--- config.mk ---
export PLATFORM = sky130hd
export DESIGN_NAME = load_store_unit
export DESIGN_NICKNAME = d
export VERILOG_FILES = /design/src/rtl/load_store_unit_pkg.sv /design/src/rtl/load_store_unit_access_check.sv /design/src/rtl/load_store_unit.sv
export SDC_FILE = /design/constraint.sdc
export NUM_CORES = 1
export LEC_CHECK = 0
export CORE_ASPECT_RATIO = 1.75
export CORE_MARGIN = 10
export CORE_UTILIZATION = 41
export CTS_CLUSTER_DIAMETER = 30
export DETAILED_ROUTE_END_ITERATION = 10
export GPL_TIMING_DRIVEN = 0
export PLACE_DENSITY = 0.81
export SLEW_MARGIN = 20
export SYNTH_ARGS = -nofsm -noshare
export SYNTH_HDL_FRONTEND = slang
export SYNTH_SLANG_ARGS = --single-unit
--- constraint.sdc ---
create_clock -name clk -period 2.5 [get_ports clk]
set_input_delay 0.5 -clock clk [delete_from_list [all_inputs] [get_ports clk]]
set_output_delay 0.5 -clock clk [all_outputs]
set_load 0.02 [all_outputs]
--- src/rtl/load_store_unit_pkg.sv ---
// Shared definitions for the load/store unit: RISC-V func3 access codes,
// the controller-side state encoding and a timeout counter sizing helper.
package lsu_pkg;

  localparam logic [2:0] LB  = 3'd0;
  localparam logic [2:0] LH  = 3'd1;
  localparam logic [2:0] LW  = 3'd2;
  localparam logic [2:0] LBU = 3'd4;
  localparam logic [2:0] LHU = 3'd5;
  localparam logic [2:0] SB  = 3'd0;
  localparam logic [2:0] SH  = 3'd1;
  localparam logic [2:0] SW  = 3'd2;

  typedef enum logic [1:0] {
    IDLE,
    BUSY,
    RESP
  } lsuStateT;

  localparam int MIN_TIMEOUT_WIDTH = 8;

  // Counter wide enough to hold the timeout value, never narrower than a byte.
  function automatic int timeoutWidth(input int cycles);
    int needed;
    needed = $clog2(cycles + 1);
    return (needed > MIN_TIMEOUT_WIDTH) ? needed : MIN_TIMEOUT_WIDTH;
  endfunction

endpackage

--- src/rtl/load_store_unit_access_check.sv ---
// Combinational legality check for one load/store: func3 must name an access
// size valid for the direction, and the byte address must be size-aligned.
module lsu_access_check
  import lsu_pkg::*;
#(
  parameter int FUNC3_WIDTH = 3
) (
  input  logic                   write,
  input  logic [FUNC3_WIDTH-1:0] func3,
  input  logic [1:0]             addr,
  output logic                   legal
);

  logic halfAligned;
  logic wordAligned;

  assign halfAligned = ~addr[0];
  assign wordAligned = (addr == 2'b00);

  // NOTE: every path through always_comb assigns legal first, so no latch is inferred.
  always_comb begin
    legal = 1'b0;
    if (write) begin
      case (func3)
        FUNC3_WIDTH'(SB): legal = 1'b1;
        FUNC3_WIDTH'(SH): legal = halfAligned;
        FUNC3_WIDTH'(SW): legal = wordAligned;
        default:          legal = 1'b0;
      endcase
    end else begin
      case (func3)
        FUNC3_WIDTH'(LB),
        FUNC3_WIDTH'(LBU): legal = 1'b1;
        FUNC3_WIDTH'(LH),
        FUNC3_WIDTH'(LHU): legal = halfAligned;
        FUNC3_WIDTH'(LW):  legal = wordAligned;
        default:           legal = 1'b0;
      endcase
    end
  end

endmodule

--- src/rtl/load_store_unit.sv ---
// Initiator side of the data-memory interface: one load/store in flight, legality
// check, enables held until mem_ready. Optional BUSY abort: define LSU_TIMEOUT_EN.
module load_store_unit
  import lsu_pkg::*;
#(
  parameter int DATA_WIDTH     = 32,
  parameter int ADDRESS_WIDTH  = 32,
  parameter int FUNC3_WIDTH    = 3,
  parameter int TIMEOUT_CYCLES = 255
) (
  input  logic                     clk,
  input  logic                     rst,
  input  logic                     req_valid,
  output logic                     req_ready,
  input  logic                     req_write,
  input  logic [FUNC3_WIDTH-1:0]   req_func3,
  input  logic [ADDRESS_WIDTH-1:0] req_addr,
  input  logic [DATA_WIDTH-1:0]    req_wdata,
  output logic                     rsp_valid,
  output logic [DATA_WIDTH-1:0]    rsp_rdata,
  output logic                     rsp_err,
  output logic                     busy,
  output logic                     mem_write_En,
  output logic                     mem_read_En,
  output logic [FUNC3_WIDTH-1:0]   mem_func3,
  output logic [ADDRESS_WIDTH-1:0] mem_address,
  output logic [DATA_WIDTH-1:0]    mem_data_in,
  input  logic [DATA_WIDTH-1:0]    mem_data_out,
  input  logic                     mem_ready
);

  lsuStateT state;
  logic     handshake;
  logic     reqLegal;

  assign req_ready = (state == IDLE);
  assign busy      = (state != IDLE);
  assign handshake = req_valid && req_ready;

  lsu_access_check #(
    .FUNC3_WIDTH(FUNC3_WIDTH)
  ) accessCheck (
    .write(req_write),
    .func3(req_func3),
    .addr (req_addr[1:0]),
    .legal(reqLegal)
  );

`ifdef LSU_TIMEOUT_EN
  localparam int TIMEOUT_WIDTH = timeoutWidth(TIMEOUT_CYCLES);
  localparam logic [TIMEOUT_WIDTH-1:0] TIMEOUT_LAST = TIMEOUT_WIDTH'(TIMEOUT_CYCLES - 1);

  // Counts BUSY edges already spent without mem_ready.
  logic [TIMEOUT_WIDTH-1:0] timeoutCount;
`else
  logic unusedTimeoutCfg;
  assign unusedTimeoutCfg = (TIMEOUT_CYCLES != 0);
`endif

  // NOTE: state registers use non-blocking assignments so every flop samples pre-edge values.
  always_ff @(posedge clk) begin
    if (rst) begin
      // NOTE: the datapath registers are reset too, so the controller never sees stale values.
      state        <= IDLE;
      mem_write_En <= 1'b0;
      mem_read_En  <= 1'b0;
      rsp_valid    <= 1'b0;
      rsp_err      <= 1'b0;
      rsp_rdata    <= '0;
      mem_func3    <= '0;
      mem_address  <= '0;
      mem_data_in  <= '0;
`ifdef LSU_TIMEOUT_EN
      timeoutCount <= '0;
`endif
    end else begin
      case (state)
        IDLE: begin
          if (handshake) begin
            mem_func3   <= req_func3;
            mem_address <= req_addr;
            mem_data_in <= req_wdata;
            if (reqLegal) begin
              state        <= BUSY;
              mem_write_En <= req_write;
              mem_read_En  <= ~req_write;
`ifdef LSU_TIMEOUT_EN
              timeoutCount <= '0;
`endif
            end else begin
              state     <= RESP;
              rsp_valid <= 1'b1;
              rsp_err   <= 1'b1;
            end
          end
        end

        BUSY: begin
          if (mem_ready) begin
            // mem_read_En is still high here exactly when the access is a load.
            if (mem_read_En) begin
              rsp_rdata <= mem_data_out;
            end
            mem_write_En <= 1'b0;
            mem_read_En  <= 1'b0;
            state        <= RESP;
            rsp_valid    <= 1'b1;
            rsp_err      <= 1'b0;
          end
`ifdef LSU_TIMEOUT_EN
          else if (timeoutCount == TIMEOUT_LAST) begin
            mem_write_En <= 1'b0;
            mem_read_En  <= 1'b0;
            state        <= RESP;
            rsp_valid    <= 1'b1;
            rsp_err      <= 1'b1;
          end else begin
            timeoutCount <= timeoutCount + 1'b1;
          end
`endif
        end

        RESP: begin
          state     <= IDLE;
          rsp_valid <= 1'b0;
          rsp_err   <= 1'b0;
        end

        default: begin
          state        <= IDLE;
          mem_write_En <= 1'b0;
          mem_read_En  <= 1'b0;
          rsp_valid    <= 1'b0;
          rsp_err      <= 1'b0;
        end
      endcase
    end
  end

endmodule

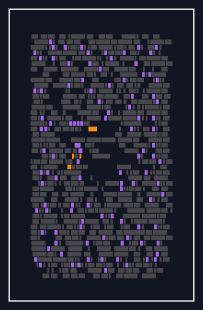
(logic cells by family)
Drawn at 2 px/um.
legend:
  inverting AOI/OAI gates:
    color: purple
    cells: 106
    where: all over the die
  NOR gates:
    color: orange
    cells: 4
most instantiated logic cell after routing: clkdlybuf4s50_1
non-filler instance count after layout: 803
multi-input logic portion of the cell area: 22.7%

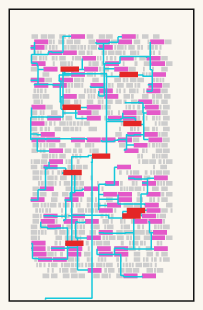
(clock network drawn from the DEF)
Drawn at 2 px/um.
legend:
  clock wires:
    color: cyan
    length: 1180 um
  flip-flops:
    color: magenta
    count: 105
  cells driving clock nets:
    color: red
    count: 9
routed clock nets: 10
flops lie: all over the die
Late-Pin Clk Latency: 0.35 ns
P_clk: 1.43 mW
Max Clock Skew: 0.00629 ns

==> job_summary.md <==
### Metrics collected by this job

| Metric | Value |
|---|---|
| CP startpoint | state[1]$_SDFFE_PP0P_ |
| Post-route core utilization | a little under three quarters |
| Sequential power share | between 40% and 50% |
| H-tree depth | 3 |
| Die H | roughly 150 um |
| Pwr top | registers |
| Tapcells | ~120 |
| Critical path endpoint | req_ready |
| PD cells | 628 nW/um^2 |
| EDFF count, synth | 0 |
| Die Wd | about 92 um |
| Largest net degree at the start of global routing | 17 |
| Final Cycle Share | between 80 and 90% |
| Final Hold Viols | 0 |
| Worst Tran Pin Value | between 0.5 and 0.6 ns |
| N_diodes | 0 |
| Largest family of logic cells by area | simple AND/OR/NAND/NOR gates |
| Via/cell ratio | between 4 and 5 |
| Slew Viols, Final | 0 |
| Worst slew margin | approximately 64% |
| Pleak | about 2.3 nW |
| Initial antenna violation count | 0 |
| Fraction of area in non-clock buffers | around 36% |
| DRT Pass-1 Iters | 4 |
| Sequential share of the synthesized area | roughly 57% |
| Ao+oa area frac | ~16% |
| Leading cell kind | buffers |
| GP Congestion | 0.754 |
| Worst-path clk slew | 0.06 ns |
| CP bufs+invs | 1 |
| M3 GR Usage | 7.74% |
| Critical path startpoint category | flip-flop |
| Setup violators final | 0 |
| Resize count post-CTS | 0 |
| Maximum buffer depth of the clock tree | 2 |
| Setup tns final | 0 ns |
| Worst hold path startpoint | rsp_rdata[21]$_SDFFE_PP0P_ |
| Top-count cell post-synth | nand2_1 |
| Placed Area | 5900 sq um |
| Top flop regs | mem_address (32), mem_data_in (32), rsp_rdata (32) |
| Layout clock buffer count | 11 |
| DR WL met2 | ~7000 um |
| TritonCTS clock tree | yes |
| Top logic cells by instance count in the layout | 208 x clkdlybuf4s50_1, 201 x nand2_1, 105 x dfxtp_1 |
| Worst hold slack | 0.453 ns |
| Mapped Nets | ~570 |
| Row count | about 45 |
| DR DRC count | 0 |
| Yosys chip area | 3670 sq um |
| Peak Freq | ~480 MHz |
| M1 GR Usage | a little under a fifth |
| FF+latch area | about 2100 sq um |
| Ports | 209 |
| Mux frac, synth | 0% |
| Maximum VDD drop | ~440 uV |
| Clk Tree Root Cell | clkbuf_16 |
| Flop count | 105 |
| CTS Buf Count | 9 |
| Worst hold path endpoint | rsp_rdata[21]$_SDFFE_PP0P_ |
| CP peak stage delay | 0.66 ns |
| Status | finished, final reports clean |
| Post-Synthesis Cells | ~460 |
| Cells on Worst Hold Path | 2 |
| Highest metal used | met4 |
| Adder Area Share | 0% |
| Dpl hpwl | about 11000 um |
| Post-synth top cells | 201 x nand2_1, 105 x dfxtp_1, 104 x a21oi_1 |
| Routed Wire Length | 13200 um |
| Stages on worst setup path | 2 |
| First-pass GRT wire length | between 20000 and 25000 um |
| Via count | around 3800 |
| Final instance area | 6200 sq um |
| Core Area | 8730 sq um |
| Number of logic gates | around 320 |
| Final ANT Viol Nets | 0 |
| Synthesized registers | roughly 110 |
| # placed instances | just under 800 |
| WL met1 | approximately 4500 um |
| Comb pwr share | 17.3% |
| # nets final | just under 800 |
| Reg2reg end | mem_address[20]$_SDFFE_PP0P_ |
| Ys Warns | 0 |
| CP Cell Sequence | nor2_1, clkdlybuf4s50_1 |
| Chip area | between 10000 and 15000 sq um |
| Pre-CTS WS | ~0.027 ns |
| Top_reg_cell synth | dfxtp_1 |
| Clk pwr share | 36.6% |
| RSZ-0062 raised after global routing | no |
| Area leader share | 57.3% |
| Layout cells sized above 1 | ~5.0% |
| Seq area share | 33.9% |
| Final WS setup | between 0.4 and 0.5 ns |
| Cell-internal power | roughly 2.9 mW |
| Post-CTS Setup Repair Bufs | 0 |
| Seq power | 1.79 mW |
| Xor/xnor share | 0% |
| R2r setup slk | 0.87 ns |
| Required @ worst endpoint | roughly 2 ns |
| Iteration-0 DRC Markers | ~130 |
| GR Overflow Total | 0 |
| Met2 Use GR | 35.1% |
| # Max-Cap Violations | 0 |
| Cell area leaders | dfxtp_1 57%, nand2_1 21%, a21oi_1 14%, clkbuf_1 1.7%, buf_2 1.2% |
| Area delta synth->final | 69.1% |
| Hold buffer count at CTS | 0 |
| Gr usage total | 19.3% |
| Signal inverters | 3 |
| CP Capture Type | output port |
| Comb pwr | approximately 0.68 mW |
| Clock buf/inv share | 4.94% |
| Tmin final | ~2.1 ns |
| Total power draw | around 3.9 mW |
| Post-synthesis simple-gate area fraction | between 20% and 30% |
| Hold WC Path Type | reg2reg |
| Clock Sinks | approximately 110 |
| Setup Crit Path Kind | reg2out |
| Crit-path slowest cell | clkdlybuf4s50_1 |
| MI comb area | about 1400 sq um |
| WP data arrival | about 1.6 ns |
| Worst Reg-to-Reg Cells | 6 |
| Routed wire per std cell | between 15 and 20 um |
| Number of global-route vias before repair | slightly below 4000 |
| Mapped Avg Cell Area | 7.94 sq um |
| Async SR Flop Fraction | 0% |
| Crit-path max FO | 6 |
| Non-Clock Buffer Count | 240 |
| Mapped Area | 3670 sq um |
| # Cells Yosys | roughly 460 |
| Routed length on met3 | roughly 1200 um |
| FF-to-FF Start | state[0]$_SDFFE_PP0P_ |
| Gr busiest metal | met2 |
| Port bufs | 208 |
Power and IR drop assume default switching activity.
